==> config.mk <==
export PLATFORM = sky130hd
export DESIGN_NAME = data_mem_wait
export DESIGN_NICKNAME = d
export VERILOG_FILES = /design/src/rtl/data_mem_wait.sv
export SDC_FILE = /design/constraint.sdc
export NUM_CORES = 2
export LEC_CHECK = 0
export ABC_CLOCK_PERIOD_IN_PS = 9500
export CAP_MARGIN = 0
export CELL_PAD_IN_SITES_DETAIL_PLACEMENT = 1
export CELL_PAD_IN_SITES_GLOBAL_PLACEMENT = 1
export CORE_UTILIZATION = 40
export DETAILED_ROUTE_END_ITERATION = 7
export MAX_ROUTING_LAYER = met4
export PLACE_DENSITY = 0.63
export SYNTH_ARGS = -nofsm -noshare
export SYNTH_HDL_FRONTEND = slang
export SYNTH_SLANG_ARGS = --single-unit
==> constraint.sdc <==
create_clock -name clk -period 9.5 [get_ports clk]
set_clock_uncertainty 0.05 [all_clocks]
set_input_delay 1.425 -clock clk [delete_from_list [all_inputs] [get_ports clk]]
set_output_delay 1.425 -clock clk [all_outputs]
set_load 0.02 [all_outputs]
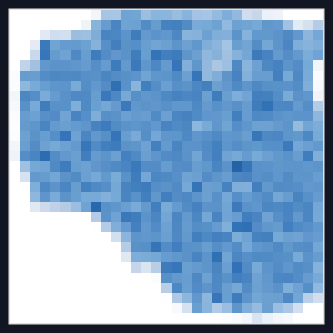
(cell area per tile)
(0.5 px per um) The die is cut into 31 by 31 equal tiles; white is low, dark blue is high, 0 to 100% covered.
The mean over all tiles is 44%. 19% of the tiles are nearly empty. The fullest tile reaches 80%. The emptiest ninth of the die: lower left. 0.30% of the tiles are over 75% full.
core area: 386800 um^2
fp_density: 40.29%
fin util: 46.72%

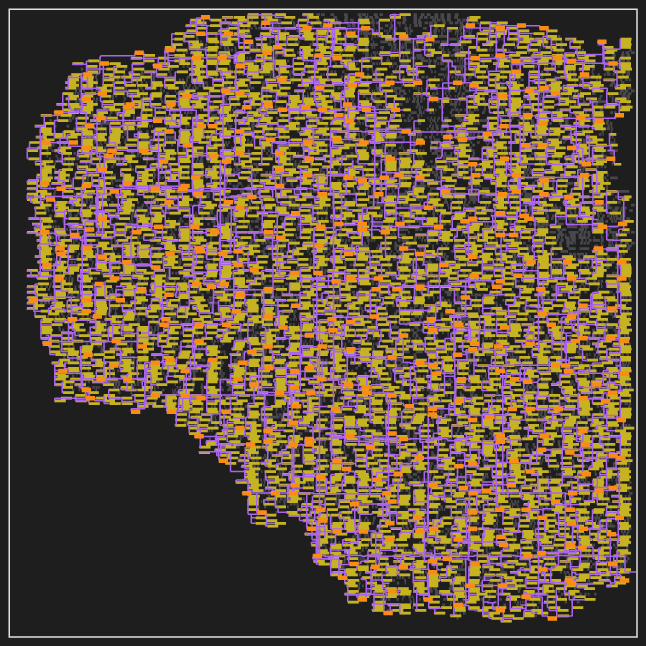
(clock network drawn from the DEF)
(1 px per um)
clock-net drivers: drawn in orange, count 433. flip-flops: drawn in yellow, count 4203. clock wires: drawn in purple, length 49.0 mm.
There are 434 routed clock nets.
latest clock arrival within the worst-skew pair: 1.03 ns
Clk pwr share: 37.7%

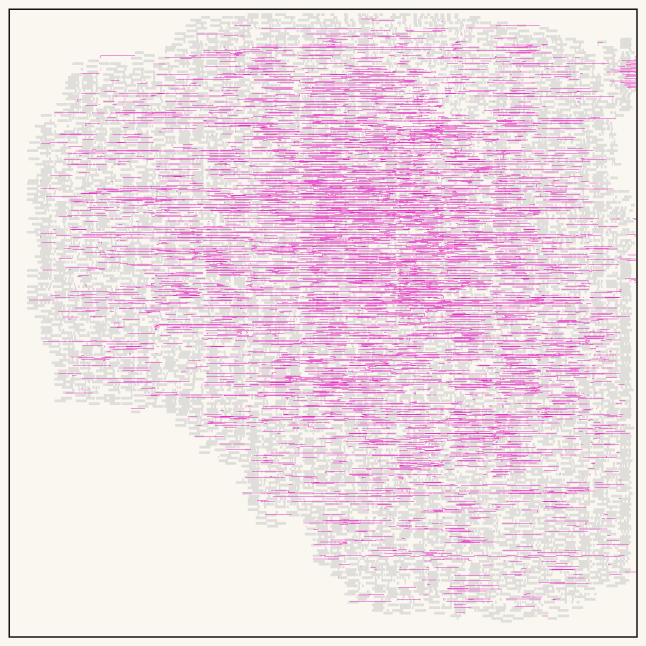
(metal 3)
(1 px per um) Cells faint in the background.
The layer holds 12% of the routed length. The longest straight run is 353 um. 1232 nets have wire on it. The layer carries 74.3 mm of wire.
met3 Use GR: 7.554%
Total Wirelength: 613200 um
Via Count: 102000

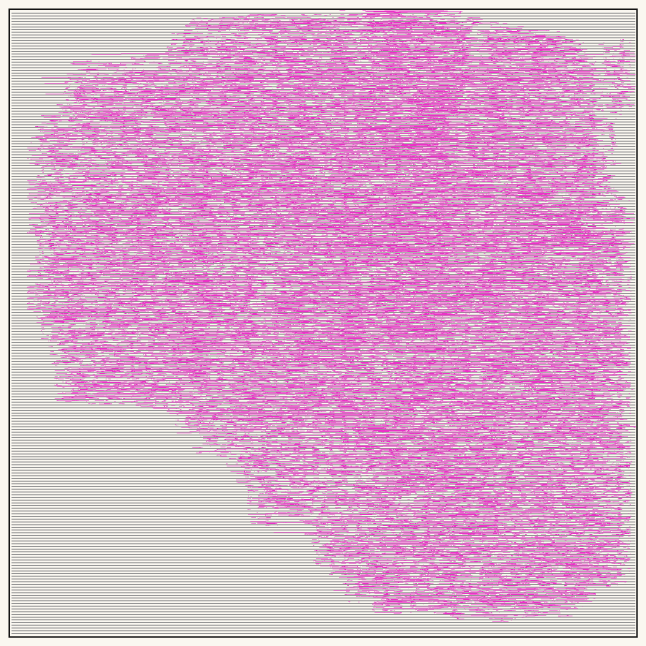
(metal 1)
(1 px per um) Supply wires on this layer in gray.
The longest straight run is 146 um. The layer holds 38% of the routed length. 9586 nets have wire on it.
met1 Usage GRT: 40.94%

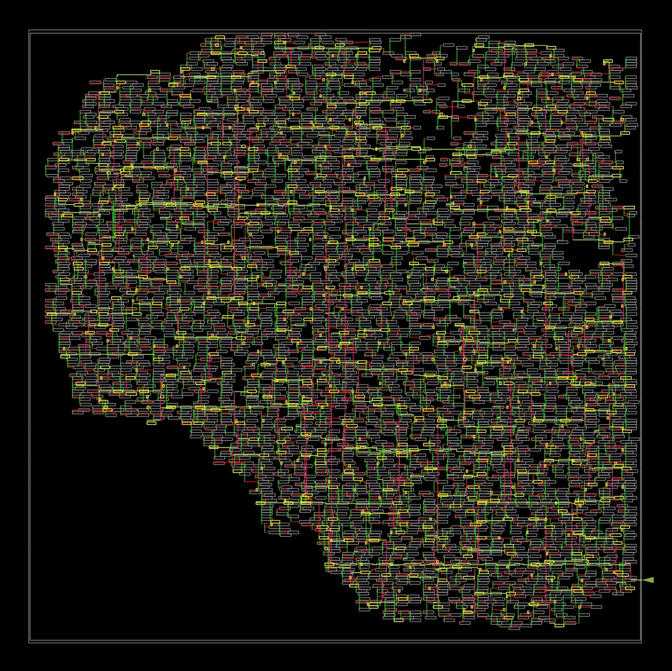
(clock routing)
P_clk: 16.8 mW
CTS Buf Count: 433
seq_cells: 4203

==> notes.md <==
run metrics: status=complete, but fails checks, failing checks=capacitance limit, slew limit, Post-Layout Cell Count=between 15000 and 20000, overall power=44.43 mW, routability cong.=about 0.96, final hold violations=0, via/cell ratio=about 6.6, Pwr per Cell Area=~250 nW/um^2, async set-reset flop share out of synthesis=0%, CTS root buffer=clkbuf_16, post-synthesis area per instance=16.50 um^2, Worst Hold Class=reg -> reg, DRC=0, Post-CTS Setup Inserts=0, total congestion overflow=0, CP startpoint kind=flop, worst slew pin tran=1.643 ns, H-tree level count=5, share of cells above drive strength 1=a little over an eighth, Log Warnings=76, post-synth top area share=around four fifths, Fillers=approximately 37000, fmax=around 120 MHz, Clk pin slew, worst setup/hold paths=0.06 ns, max-cap viol count=9, antenna violations before repair=57, yosys cell count=approximately 9400, width of the chip=around 630 um, pin count of the biggest net entering global routing=approximately 130, Data arrival, critical path=8.78 ns, worst vdd ir=~0.00019 V, ys flops=4203, cycle use final=between 80% and 90%, flip-flop count of the largest register after layout=4096, post-cts hold-fix buffer tally=0, worst-case clock buffer depth=4, DR iter-0 viols=roughly 17000, fin. max-slew vios=13
cell type report:
cell class,instances,area [um^2],share of cell area [%]
well taps,5175,6475,3.583
flip-flops and latches,4203,125800,69.62
repair buffers,634,6092,3.371
multi-input cells,4556,28570,15.81
diodes,29,72.57,0.04015
clock inverters,246,2347,1.299
clock buffers,538,11310,6.260
inverters,8,31.28,0.01731
synthesized netlist by cell type, types with 8 or more instances:
| master | instances |
|---|---|
| mux2i_1 | 90 |
| mux2_2 | 10 |
| nand3_1 | 103 |
| nand4_1 | 66 |
| a31oi_1 | 94 |
| edfxtp_1 | 4165 |
| clkbuf_1 | 211 |
| buf_6 | 17 |
| nand2b_1 | 11 |
| mux4_2 | 8 |
| a22oi_1 | 20 |
| buf_2 | 349 |
| dfxtp_1 | 38 |
| o31ai_1 | 29 |
| o22ai_1 | 1602 |
| nand2_1 | 450 |
| nor4_1 | 64 |
| o32ai_1 | 10 |
| a211oi_1 | 110 |
| a222oi_1 | 16 |
| o41ai_1 | 79 |
| buf_4 | 55 |
| nor3_1 | 483 |
| a21oi_1 | 129 |
| inv_1 | 8 |
| a32oi_1 | 31 |
| buf_1 | 44 |
| and3_1 | 95 |
| o2111ai_1 | 17 |
| o221ai_1 | 90 |
| nor2_1 | 383 |
| o21ai_0 | 442 |
| a311oi_1 | 9 |
stage by stage:
step	hold WS (ns)	setup slack, ns	cell area (um^2)	setup TNS (ns)
floorplan	0.3976	-0.05226	155900	-14.64
global placement	0.4078	0.8414	166900	0
detailed placement	0.4229	0.9689	167000	0
CTS	0.4377	1.609	180700	0
global route	0.4453	1.620	180700	0
finish	0.4327	1.212	180700	0
critical path, delay by kind of cell (launching register included):
family	cells	cell delay, ns
AND-OR/OR-AND	4	2.24
AND/OR/NAND/NOR	3	1.77
buffers and inverters	3	1.70
multiplexers	1	0.86
flip-flops	1	0.81
metal layers:
metal  global-route usage (%)  vias up  part of all wire [%]
met5                        -        -                     0
met4                    13.89        0                   5.3
met3                    7.554     1253                    12
met2                    46.70     7014                    45
met1                    40.94    53980                    38
li1                         -    39750                     -
power by group:
group	switching (mW)	internal, mW
combinational	4.65	1.11
clock	7.31	9.45
sequential	0.0114	21.9
logic make-up (layout without fill, tap and decap cells):
kind of cell	count (synthesis)	after routing	synth area share, %
AND-OR/OR-AND	2753	2753	11.29
other	0	29	0
AND/OR/NAND/NOR	1693	1693	5.025
buffers and inverters	685	1426	2.145
flip-flops	4203	4203	80.74
multiplexers	110	110	0.7948
Power is estimated from default activity; no workload was simulated.
